## config.mk

```make
export PLATFORM = sky130hd
export DESIGN_NAME = oms_seq_multiplier_flat
export DESIGN_NICKNAME = d
export VERILOG_FILES = /design/src/rtl/oms_seq_multiplier_if.sv /design/src/rtl/oms_seq_multiplier.sv /design/src/flat_wrapper.sv
export SDC_FILE = /design/constraint.sdc
export NUM_CORES = 1
export LEC_CHECK = 0
export ABC_AREA = 1
export CAP_MARGIN = 20
export CORE_UTILIZATION = 48
export DETAILED_ROUTE_END_ITERATION = 10
export PLACE_DENSITY = 0.86
export SYNTH_ARGS = -nofsm -noshare
export SYNTH_HDL_FRONTEND = slang
export SYNTH_SLANG_ARGS = --single-unit
```

## constraint.sdc

```tcl
create_clock -name clk -period 2.75 [get_ports clk]
set_input_delay 0.275 -clock clk [delete_from_list [all_inputs] [get_ports clk]]
set_output_delay 0.275 -clock clk [all_outputs]
set_load 0.05 [all_outputs]
```

## src/rtl/oms_seq_multiplier_if.sv

```systemverilog
// Handshake and LUT-side bundle for the sequential OMS multiplier.
// The slave modport is the multiplier itself. The master modport is the
// environment, which supplies the operands and the LUT and consumes the product.
interface oms_seq_multiplier_if #(
   parameter int X_W = 8
);
   logic             in_valid;
   logic             in_ready;
   logic [X_W-1:0]   x;
   logic [4:0]       a;
   logic [8:0]       lut_w;
   logic [4:0]       lut_a;
   logic [8:0]       lut_product;
   logic             out_valid;
   logic             out_ready;
   logic [X_W+4:0]   product;

   modport slave (
      input  in_valid, x, a, lut_product, out_ready,
      output in_ready, lut_w, lut_a, out_valid, product
   );

   modport master (
      output in_valid, x, a, lut_product, out_ready,
      input  in_ready, lut_w, lut_a, out_valid, product
   );
endinterface

```

## src/rtl/oms_seq_multiplier.sv

```systemverilog
// Sequential multiplier in front of an odd-multiple-storage LUT.
// Each 4-bit nibble of x is written as u<<s with u odd. The LUT returns a*u,
// and that result is shifted back by s and by the nibble weight into the
// accumulator. A run takes one pass per nibble, and each pass takes one cycle.
module oms_seq_multiplier #(
   parameter int X_W = 8
) (
   input  logic                  clk,
   input  logic                  reset_n,
   oms_seq_multiplier_if.slave   bus
);
   localparam int NP    = X_W / 4;
   localparam int P_W   = X_W + 5;
   localparam int IDX_W = (NP > 1) ? $clog2(NP) : 1;
   localparam int NIB_N = 2 ** IDX_W;

   typedef enum logic [1:0] {
      IDLE = 2'd0,
      PASS = 2'd1,
      DONE = 2'd2
   } state_t;

   state_t             state_reg, state_next;
   logic [IDX_W-1:0]   idx_reg;
   logic [X_W-1:0]     x_reg;
   logic [P_W-1:0]     acc_reg;
   logic [P_W-1:0]     product_reg;
   logic               out_valid_reg;
   logic [8:0]         lut_w_reg;
   logic [4:0]         lut_a_reg;
   logic               run_reg;

   logic [3:0]         nib [NIB_N];
   logic [3:0]         cur_nib;
   logic [3:0]         next_nib;
   logic [IDX_W-1:0]   idx_inc;
   logic [1:0]         cur_s;
   logic               last_pass;
   logic               accept;
   logic [11:0]        term;
   logic [P_W-1:0]     contrib;
   logic [P_W-1:0]     acc_sum;

   // Count the trailing zeros of a nonzero nibble. A zero nibble never reaches this path.
   function automatic logic [1:0] tz_count(input logic [3:0] n);
      logic [1:0] s;
      if (n[0])      s = 2'd0;
      else if (n[1]) s = 2'd1;
      else if (n[2]) s = 2'd2;
      else           s = 2'd3;
      return s;
   endfunction

   // One-hot select of the odd part u at bit (u-1)/2. A zero nibble selects nothing.
   function automatic logic [8:0] odd_select(input logic [3:0] n);
      logic [3:0] u;
      logic [8:0] w;
      u = n >> tz_count(n);
      w = (n == 4'd0) ? 9'd0 : (9'd1 << u[3:1]);
      return w;
   endfunction

   // The nibble table is padded to a power of two, so idx_reg can index it at full width.
   genvar gi;
   generate
      for (gi = 0; gi < NIB_N; gi++) begin : g_nib
         if (gi < NP) begin : g_real
            assign nib[gi] = x_reg[4*gi +: 4];
         end else begin : g_pad
            assign nib[gi] = 4'd0;
         end
      end
   endgenerate

   assign idx_inc   = idx_reg + 1'b1;
   assign cur_nib   = nib[idx_reg];
   assign next_nib  = nib[idx_inc];
   assign cur_s     = tz_count(cur_nib);
   assign last_pass = (idx_reg == IDX_W'(NP - 1));
   assign accept    = bus.in_valid && bus.in_ready;

   // Restore a*n from a*u, then place the result at the nibble's weight.
   // A zero nibble contributes nothing, whatever the LUT returns.
   assign term    = {3'b000, bus.lut_product} << cur_s;
   assign contrib = (cur_nib == 4'd0) ? '0 : (P_W'(term) << {idx_reg, 2'b00});
   assign acc_sum = acc_reg + contrib;

   // State register.
   always_ff @(posedge clk or negedge reset_n) begin
      if (!reset_n) state_reg <= IDLE;
      else          state_reg <= state_next;
   end

   // Next-state logic.
   always_comb begin
      state_next = state_reg;
      case (state_reg)
         IDLE:    if (accept) state_next = PASS;
         PASS:    if (last_pass) state_next = DONE;
         DONE:    if (bus.out_ready) state_next = IDLE;
         default: state_next = IDLE;
      endcase
   end

   // Output decode. in_ready stays low until the first clock after reset is released.
   always_comb begin
      bus.in_ready = (state_reg == IDLE) && run_reg;
   end

   // Mark the block as out of reset once the first clock edge has passed.
   always_ff @(posedge clk or negedge reset_n) begin
      if (!reset_n) run_reg <= 1'b0;
      else          run_reg <= 1'b1;
   end

   // Datapath: latch the operands, feed the LUT one nibble per pass, accumulate, then publish the product.
   always_ff @(posedge clk or negedge reset_n) begin
      if (!reset_n) begin
         idx_reg       <= '0;
         x_reg         <= '0;
         acc_reg       <= '0;
         product_reg   <= '0;
         out_valid_reg <= 1'b0;
         lut_w_reg     <= '0;
         lut_a_reg     <= '0;
      end else begin
         case (state_reg)
            IDLE: begin
               if (accept) begin
                  x_reg     <= bus.x;
                  acc_reg   <= '0;
                  idx_reg   <= '0;
                  lut_w_reg <= odd_select(bus.x[3:0]);
                  lut_a_reg <= bus.a;
               end
            end
            PASS: begin
               acc_reg <= acc_sum;
               if (!last_pass) begin
                  idx_reg   <= idx_inc;
                  lut_w_reg <= odd_select(next_nib);
               end else begin
                  product_reg   <= acc_sum;
                  out_valid_reg <= 1'b1;
                  lut_w_reg     <= '0;
               end
            end
            DONE: begin
               if (bus.out_ready) out_valid_reg <= 1'b0;
            end
            default: ;
         endcase
      end
   end

   assign bus.lut_w     = lut_w_reg;
   assign bus.lut_a     = lut_a_reg;
   assign bus.product   = product_reg;
   assign bus.out_valid = out_valid_reg;

endmodule

```

## src/flat_wrapper.sv

```systemverilog
// flat-port wrapper written by rule: the top's interface ports become plain ports
module oms_seq_multiplier_flat 
#(
   parameter int X_W = 8
)
  (clk, reset_n, bus_in_valid, bus_x, bus_a, bus_lut_product, bus_out_ready, bus_in_ready, bus_lut_w, bus_lut_a, bus_out_valid, bus_product);
  oms_seq_multiplier_if #(.X_W(X_W)) bus_i ();
  input  logic clk;
  input  logic reset_n;
  input wire logic [$bits(bus_i.in_valid)-1:0] bus_in_valid;
  input wire logic [$bits(bus_i.x)-1:0] bus_x;
  input wire logic [$bits(bus_i.a)-1:0] bus_a;
  input wire logic [$bits(bus_i.lut_product)-1:0] bus_lut_product;
  input wire logic [$bits(bus_i.out_ready)-1:0] bus_out_ready;
  output wire logic [$bits(bus_i.in_ready)-1:0] bus_in_ready;
  output wire logic [$bits(bus_i.lut_w)-1:0] bus_lut_w;
  output wire logic [$bits(bus_i.lut_a)-1:0] bus_lut_a;
  output wire logic [$bits(bus_i.out_valid)-1:0] bus_out_valid;
  output wire logic [$bits(bus_i.product)-1:0] bus_product;
  assign bus_i.in_valid = bus_in_valid;
  assign bus_i.x = bus_x;
  assign bus_i.a = bus_a;
  assign bus_i.lut_product = bus_lut_product;
  assign bus_i.out_ready = bus_out_ready;
  assign bus_in_ready = bus_i.in_ready;
  assign bus_lut_w = bus_i.lut_w;
  assign bus_lut_a = bus_i.lut_a;
  assign bus_out_valid = bus_i.out_valid;
  assign bus_product = bus_i.product;
  oms_seq_multiplier #(.X_W(X_W)) u_core (.clk(clk), .reset_n(reset_n), .bus(bus_i));
endmodule
```

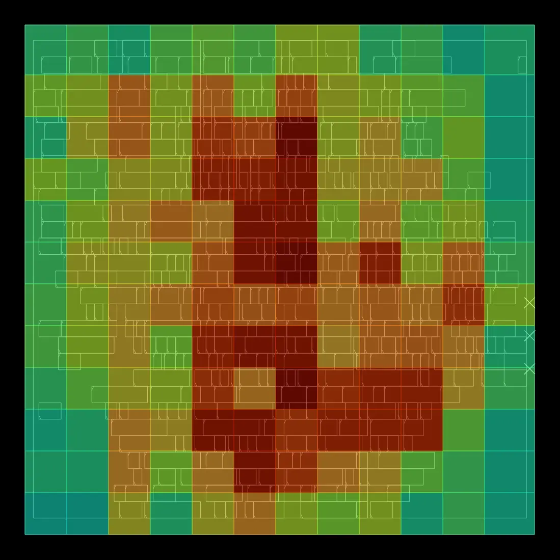
final_congestion.png
met2 Use GR: 39.8%
GRT busiest layer: met2
final core occ: 69.2%

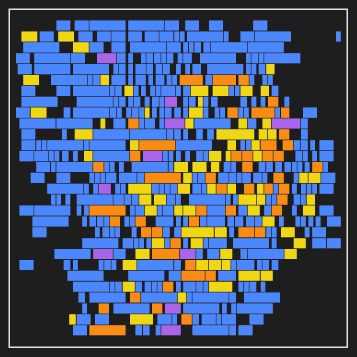
drive_strength.png
(4 px per um)
- purple: drive 6 and up (cells 10; share 2.0%)
- orange: drive 3 to 4 (cells 50; share 9.8%)
- blue: drive 1 or less (cells 379; share 74%)
- yellow: drive 2 (cells 72; share 14%)
Layout area overhead: 37.2%
Plain + repair buffers: 92
Final Cell Area: 0.00444 mm^2
final setup margin: -0.0972 ns

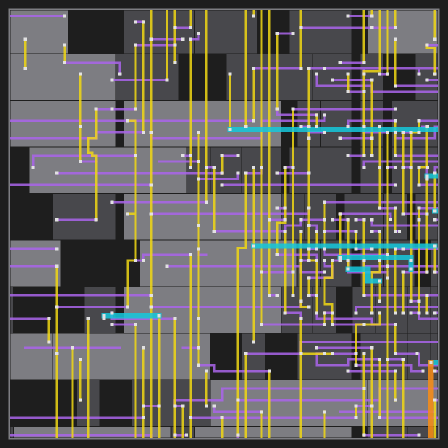
zoom.png
Region (9, 51) to (34, 76) um. Cells in grey, sequential cells in the stronger grey; small squares are vias.
- purple: met1
- yellow: met2
- orange: met4
- cyan: met3
- sequential cells in the window: 9
- netlist names of flops here include: `u_core.bus.lut_w` (5), `u_core.bus.lut_a` (2)
- most frequent: dfrtp_1 (9), nand2_1 (7), nor2_1 (6)
- cells with their middle in the window: 49

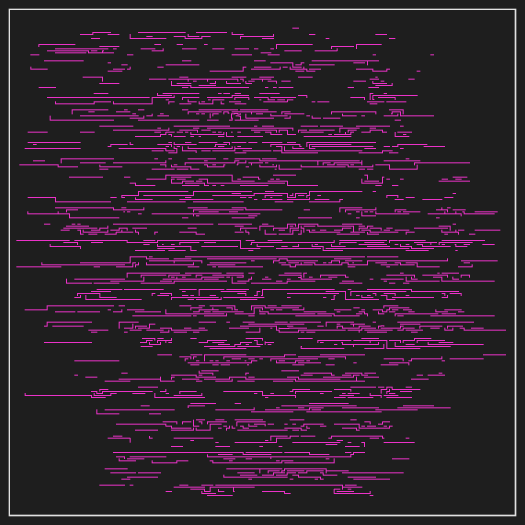
met1.png
(6 px per um)
- longest straight run: 29.9 um
- wire length on this layer: 3780 um
- nets with wire on the layer: 494
Vias: 3329
final WL: 9180 um
met1 Track Usage GR: 30.5%

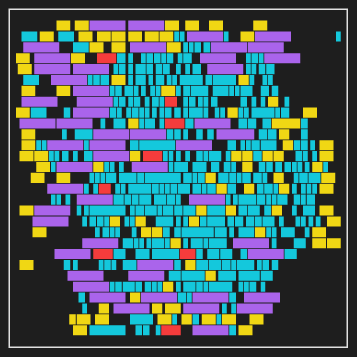
cell_classes.png
(4 px per um)
- yellow: other buffers and delay cells (cells 92; share of their area 19%)
- purple: flip-flops (cells 52; share of their area 30%)
- cyan: all other logic (cells 359; share of their area 49%)
- red: clock drivers and dummy loads (cells 8; share of their area 2.2%)
row count: 29
flop share of the area: 29.3%
CORE AREA: 0.00642 mm^2

==> reports/metrics.cfg <==
[clock_network]
cts_sinks = 52
clock_latency_ns = 0.33
clk_path_buf_depth = 2
tritoncts = done

[final_timing]
worst_pin_slew_ns = 0.691
setup_slack_ns = -0.0972
rsz0062_at_grt = yes
finalSetupViolCount = 13
setup_tns_ns = -0.821
clock.fmax_mhz = 351
whs_ns = 0.427
max_slew_margin_pct = 53.9
period_minus_slack_ns = 2.85

[logic_synthesis]
synth_area_per_cell_um2 = 7.64
syn-instance-count = 424
yosys_area_mm2 = 0.00324
ys_warn_count = 0
syn_area_mm2 = 0.00324
synthesis.nets = 463
async_flop_share_pct = 100
top_cells_by_area = dfrtp_1, nand2_1, nand3_1
synth.top_cell.area_share_pct = 40.2
ys_cells = 424
ys_types = 38
synth-edff-count = 0

[route]
wl_per_cell_um = 15.6
drc = 6
drt-pass1-iter-count = 8
ant_nets = 0
avgViaCountPerCell = 5.66
dr.first_iter.drc_count = 274

[setup_path]
worstPathCellList = inv_4 -> nand2_2 -> nand2_2 -> nand2_2 -> nand2_4 -> inv_4 -> nand2_2 -> o21ai_2 -> or2_1 -> o22ai_1 -> ha_2 -> a21oi_2 -> a21boi_4 -> buf_4 -> xor2_2 -> o21ai_0
crit_buf_inv = 3
cp.depth = 16
path_max_fanout = 6
rr_worst_depth = 16
cp.required_ns = 2.94
critPathTopFamily = AND-OR/OR-AND gates
start_kind = flip-flop
slowest_stage = dfrtp_2
critPathKind = flip-flop to flip-flop
path_common_cell = nand2_2

[placed_design]
pre_cts_ws_ns = -0.119
port_buffers = 53

[outcome]
violations = DRC, setup timing
outcome = finished with violations

[global_routing]
grt_overflow = 0
grt_max_degree = 32
grt_pass1_wl_um = 13400
grt_pass1_vias = 3027

[flow_run]
warnings = 28

[finish]
fin_nets = 549
antennaDiodeCount = 0

[floorplanning]
die_y_um = 84.1
fp.dieW_um = 84.1

[worst_hold_path]
hold_class = input port to asynchronous set/reset pin

[layout by cell type, fill, tap and decap left out, types with 14 or more instances in the layout]
| master | instances |
|---|---|
| a21oi_1 | 16 |
| buf_4 | 36 |
| clkdlybuf4s50_1 | 52 |
| dfrtp_1 | 51 |
| inv_1 | 39 |
| nand2_1 | 103 |
| nand2_2 | 14 |
| nand3_1 | 27 |
| nor2_1 | 20 |
| o21ai_0 | 24 |
[routing by layer]
layer	vias to the layer above	global-route usage [%]	part of all wire, %
met5	-	0	0
met4	0	8.62	2.6
met3	30	4.52	6.1
met2	147	39.8	50
met1	1597	30.5	41
li1	1555	-	-
[kinds of logic after synthesis]
group	synth area share [%]
flip-flops	40.2
AND/OR/NAND/NOR	25.1
buffers and inverters	8.19
XOR/XNOR	1.89
adder cells (fa/ha/maj)	5.25
AND-OR/OR-AND	17.0
multiplexers	2.09
other	0.232
[final cells by class]
| type | instances | area (um^2) |
|---|---|---|
| well taps | 77 | 96.3 |
| repair buffers | 92 | 837 |
| clock buffers | 5 | 68.8 |
| clock inverters | 3 | 28.8 |
| inverters | 46 | 181 |
| multi-input cells | 312 | 1920 |
| repair inverters | 1 | 5.00 |
| fillers | 462 | 1980 |
| flip-flops and latches | 52 | 1300 |
[through the flow]
stage | std cells | util (%)
finish | 588 | 69.2
global route | 588 | 69.2
CTS | 582 | 64.8
detailed placement | 572 | 62.6
global placement | 572 | 62.6
floorplan | 424 | -
